==> config.mk <==
export PLATFORM = sky130hd
export DESIGN_NAME = mem_access_ctrl
export DESIGN_NICKNAME = d
export VERILOG_FILES = /design/src/rtl/mem_access_ctrl.sv
export SDC_FILE = /design/constraint.sdc
export NUM_CORES = 1
export LEC_CHECK = 0
export ABC_AREA = 1
export CAP_MARGIN = 20
export CORE_MARGIN = 8
export CORE_UTILIZATION = 37
export DETAILED_ROUTE_END_ITERATION = 12
export HOLD_SLACK_MARGIN = 0.1
export PLACE_DENSITY = 0.76
export SLEW_MARGIN = 5
export SYNTH_ARGS = -nofsm -noshare
export SYNTH_HDL_FRONTEND = slang
export SYNTH_SLANG_ARGS = --single-unit
==> constraint.sdc <==
create_clock -name clk -period 1.45 [get_ports clk]
set_clock_uncertainty 0.05 [all_clocks]
set_input_delay 0.2175 -clock clk [delete_from_list [all_inputs] [get_ports clk]]
set_output_delay 0.2175 -clock clk [all_outputs]
set_load 0.02 [all_outputs]
### Placement view, run 1

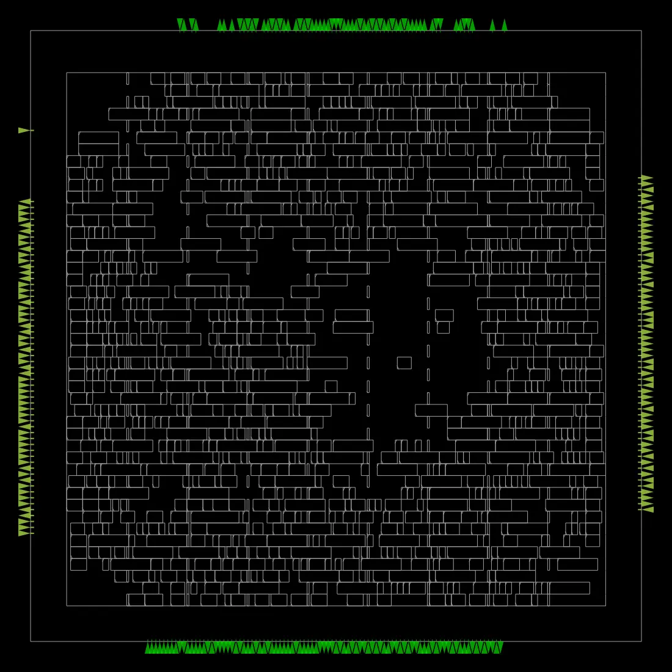
Fill cells: 1270
seq_cells: 139

### Cell density map, run 1

(3 px per um) The die is cut into 14 by 14 equal tiles; dark blue is low, red is high, 0 to 100% covered.
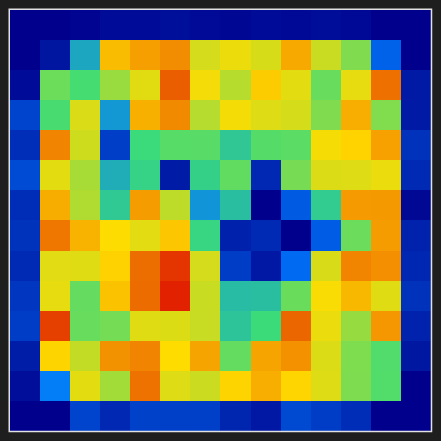
mean over tiles: 47%
fullest tile: 96%
tiles over 75% full: 22%
Core Area: 15100 um^2
end-of-flow core utilization: 0.630
Init Core Util: 0.377

### Metal 1, run 1

(3 px per um) Supply wires on this layer in gray. Cells faint in the background.
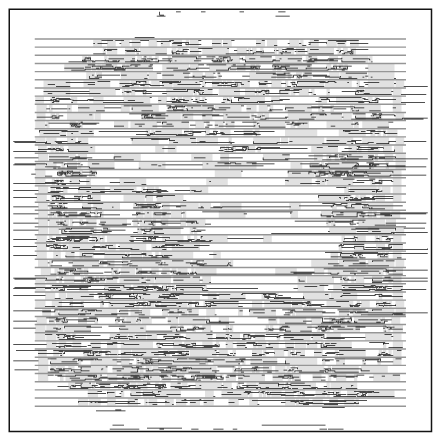
wire length on this layer: 7520 um
main direction: horizontal
share of all routed wire: 41%
longest straight run: 40.0 um
nets with wire on the layer: 945
Detailed Route WL: 18400 um
DR vias: 5255
grt met1 use: 0.215

==> impl_metrics.env, run 1 <==
# implementation run metrics
export IMPL_cap_violations=0
export IMPL_cts_buffers=17
export IMPL_required_ns=1.70
export IMPL_cp_top_family="buffers and inverters"
export IMPL_ys_cells=633
export IMPL_antenna_found_initial=0
export IMPL_fin_setup_tns_ns=-0.115
export IMPL_synth_flops=139
export IMPL_setup_violations=22
export IMPL_period_used=1.01
export IMPL_io_pins=266
export IMPL_warnings=28
export IMPL_cp_cell_sequence="inv_2, ha_4, nand2_4, inv_4, nand3_4, bufbuf_16, nand2_1, o21ai_0"
export IMPL_num_nets_final=1056
export IMPL_grt_ovfl_total=0
export IMPL_lay_top_count="nand2_1"
export IMPL_drt_iter0_drc=236
export IMPL_finalWorstSetupSlack_ns=-0.0149
export IMPL_simple_gate_area_frac=0.220
export IMPL_drtPass1Iterations=6
export IMPL_ys_sh_aoi=0.101
export IMPL_status="finished, violations left"
export IMPL_cts_root_buf="clkbuf_16"
export IMPL_power_density_nw_per_um2=2130
export IMPL_cts_tree="built"
export IMPL_grt_setup_unrepaired="true"
export IMPL_critPathBufInv=3
export IMPL_ys_types=26
export IMPL_violations="negative setup slack"
-- run 1: per-layer routing --
metal | vias to the layer above | GRT usage | share of wire
li1 | 2580 | - | -
met1 | 2466 | 0.215 | 0.41
met2 | 172 | 0.309 | 0.50
met3 | 37 | 0.0595 | 0.064
met4 | 0 | 0.0829 | 0.029
met5 | - | 0 | 0
-- run 1: final cells by class --
class | count | area, um^2 | area share
clock buffers | 23 | 498 | 0.0522
well taps | 188 | 235 | 0.0246
flip-flops and latches | 139 | 3480 | 0.365
clock inverters | 9 | 158 | 0.0165
multi-input cells | 415 | 1970 | 0.207
inverters | 44 | 181 | 0.0190
repair buffers | 305 | 3020 | 0.316
-- run 1: through the flow --
step	std cells	instance area [um^2]	power (mW)
after detailed placement	1083	8760	16.1
final	1123	9550	20.3
after floorplan	633	5730	11.2
after global placement	1083	8760	16.0
after global routing	1123	9550	21.6
after CTS	1121	9410	20.1
-- run 1: logic make-up (layout without fill, tap and decap cells) --
group                      Yosys count  after routing
AOI/OAI and AO/OA                  104            104
xor gates and xnor gates             1              1
adders and majority gates            1              1
buffers and inverters               79            381
DFF                                139            139
other                                1              1
and+or+nand+nor                    308            308
-- run 1: repair_timing --
action,CTS,global route
setup endpoints to repair,191,119
hold buffers,1,0
resized,157,68
cloned,2,3
hold endpoints to repair,139,0
pin swaps,1,2
setup buffers,3,1
-- run 1: synthesized netlist by cell type, types with 2 or more instances --
library cell | count | share of area
inv_1 | 41 | 0.027
inv_2 | 3 | 0.0020
or2_2 | 18 | 0.020
dfrtp_1 | 139 | 0.61
nand2_1 | 263 | 0.17
buf_6 | 7 | 0.014
buf_2 | 16 | 0.014
o21ai_1 | 26 | 0.023
clkbuf_1 | 11 | 0.0072
a21oi_1 | 16 | 0.014
o21ai_0 | 40 | 0.035
o22ai_1 | 2 | 0.0022
nor2_1 | 6 | 0.0039
o211ai_1 | 18 | 0.024
nand3_1 | 16 | 0.014
-- run 1: power by group --
| part | internal [mW] | switching [mW] | total [mW] |
|---|---|---|---|
| clock | 3.12 | 1.62 | 4.73 |
| sequential | 5.59 | 0.893 | 6.48 |
| combinational | 3.67 | 5.45 | 9.12 |
==> run 2, diff against run 1 <==
CAP_MARGIN = not set   (was 20)
CORE_MARGIN = 2   (was 8)
### Cells colored by class, run 2

(3 px per um)
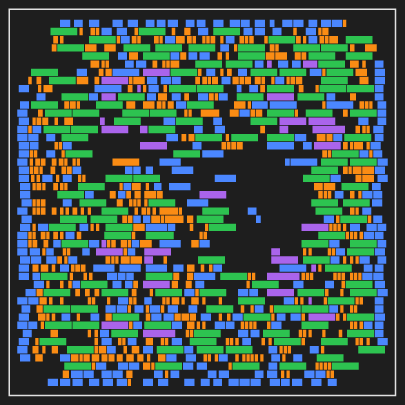
legend:
  clock drivers and dummy loads:
    color: purple
    cells: 32
    share_of_their_area: 6.4%
  combinational and other logic:
    color: orange
    cells: 460
    share_of_their_area: 24%
  flops:
    color: green
    cells: 139
    share_of_their_area: 37%
  other buffers and delay cells:
    color: blue
    cells: 309
    share_of_their_area: 33%
Seq/total area: 0.358
end-of-flow core utilization: 0.642
design area: 9730 um^2
FP Rows: 45

==> run 2 against run 1 <==
  * The run still ends with negative setup slack left
  * Critical path depth grew 1
  * First-iteration DRC count grew 3.0%
  * Core utilization grew 1.2 points
  * Power grew 0.27%
  * Hold slack worse by 0.0042 ns
  * Largest cell class unchanged
==> impl_metrics.env, run 2 <==
# implementation run metrics
export IMPL_fin_setup_tns_ns=-0.443
export IMPL_cts_tree="built"
export IMPL_dp_cells=1080
export IMPL_top_cell="nand2_1"
export IMPL_antenna_found_initial=0
export IMPL_warnings=28
export IMPL_required_ns=1.70
export IMPL_routed_top_layer="met4"
export IMPL_grt_setup_unrepaired="true"
export IMPL_top_area_cell="dfrtp_1"
export IMPL_grt_ovfl_total=0
export IMPL_cap_violations=0
export IMPL_finalWorstSetupSlack_ns=-0.0344
export IMPL_power_density_nw_per_um2=2100
export IMPL_instances_no_fill=1128
export IMPL_io_pins=266
export IMPL_violations="negative setup slack"
export IMPL_lay_top_count="nand2_1"
export IMPL_top_area_frac=0.609
export IMPL_wl_met2_um=8520
export IMPL_drtPass1Iterations=4
export IMPL_num_nets_final=1061
export IMPL_topCellsByArea="dfrtp_1 (61%), nand2_1 (17%), o21ai_0 (3.5%)"
export IMPL_core_area_um2=15100
export IMPL_synthTopCellsByCount="nand2_1 (263), dfrtp_1 (139), inv_1 (41), o21ai_0 (40), o21ai_1 (26)"
export IMPL_setup_violations=24
export IMPL_initCoreUtil=0.377
export IMPL_wl_met1_um=7050
export IMPL_cts_root_buf="clkbuf_16"
export IMPL_ys_cells=633
export IMPL_period_used=1.02
export IMPL_p_total_mw=20.4
export IMPL_status="finished, violations left"
export IMPL_placed_area_um2=8730
### Metal 1, run 2

(4 px per um) Supply wires on this layer in gray. Cells faint in the background.
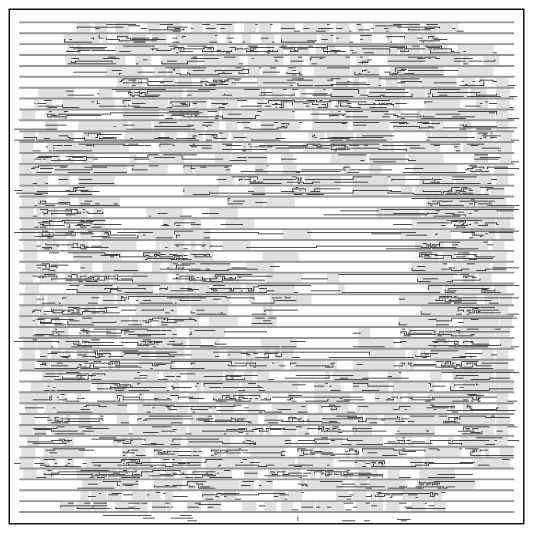
nets with wire on the layer: 918
wire length on this layer: 7050 um
Detailed Route WL: 16800 um
DR vias: 5292
grt met1 use: 0.238

[run 2: cell counts after synthesis]
Identical to the previous run, type by type.
[run 2: repair_timing]
item | 4_1_cts | 5_1_grt
endpoints found under the setup margin | 152 | 124
endpoints found under the hold margin | 139 | 0
hold buffers | 1 | 0
pin swaps | 0 | 3
setup buffers | 0 | 4
gates cloned | 0 | 11
resized | 138 | 125
[run 2: layout make-up]
class                           count  area (um^2)
Fill cell                        1246         5420
Multi-Input combinational cell    416         2120
Clock inverter                     11          144
Tap cell                          188          235
Sequential cell                   139         3480
Timing Repair Buffer              309         3120
Inverter                           44          173
Clock buffer                       21          460
[run 2: kinds of logic (layout without fill, tap and decap cells)]
logic type,Yosys count,count (layout),synth area share
and+or+nand+nor,308,309,0.220
DFF,139,139,0.609
AOI/OAI and AO/OA,104,104,0.101
buffers and inverters,79,385,0.0653
adders and majority gates,1,1,0.00219
other,1,1,0.000657
xor gates and xnor gates,1,1,0.00153
[run 2: where the power goes]
part           switching (mW)  internal (mW)  total [mW]  leakage [nW]
sequential              0.999           5.59        6.59          1.77
combinational            5.53           3.85        9.37          2.98
clock                    1.63           2.79        4.42         0.297
[run 2: metal layers]
layer  up-vias  GRT usage
met3        29     0.0526
met5         -          0
met2       164      0.333
met1      2498      0.238
met4         0     0.0750
li1       2601          -
[run 2: critical path: cells and delay by family, from the launching register on]
kind                       cells  cell delay, ns
buffers and inverters          4            0.49
DFF                            1            0.39
and+or+nand+nor                3            0.25
adders and majority gates      1            0.14
AOI/OAI and AO/OA              1            0.06
[run 2: metrics by stage]
step | setup WS, ns | hold WS, ns | utilization
final | -0.0344 | 0.218 | 0.642
after global routing | -0.132 | 0.245 | 0.642
after CTS | -0.00908 | 0.219 | 0.607
after detailed placement | -0.248 | 0.0981 | 0.577
after global placement | -0.200 | 0.0973 | 0.577
after floorplan | 0.00735 | -0.128 | -
Power figures rest on the tool's default switching activity, not on a simulated workload.
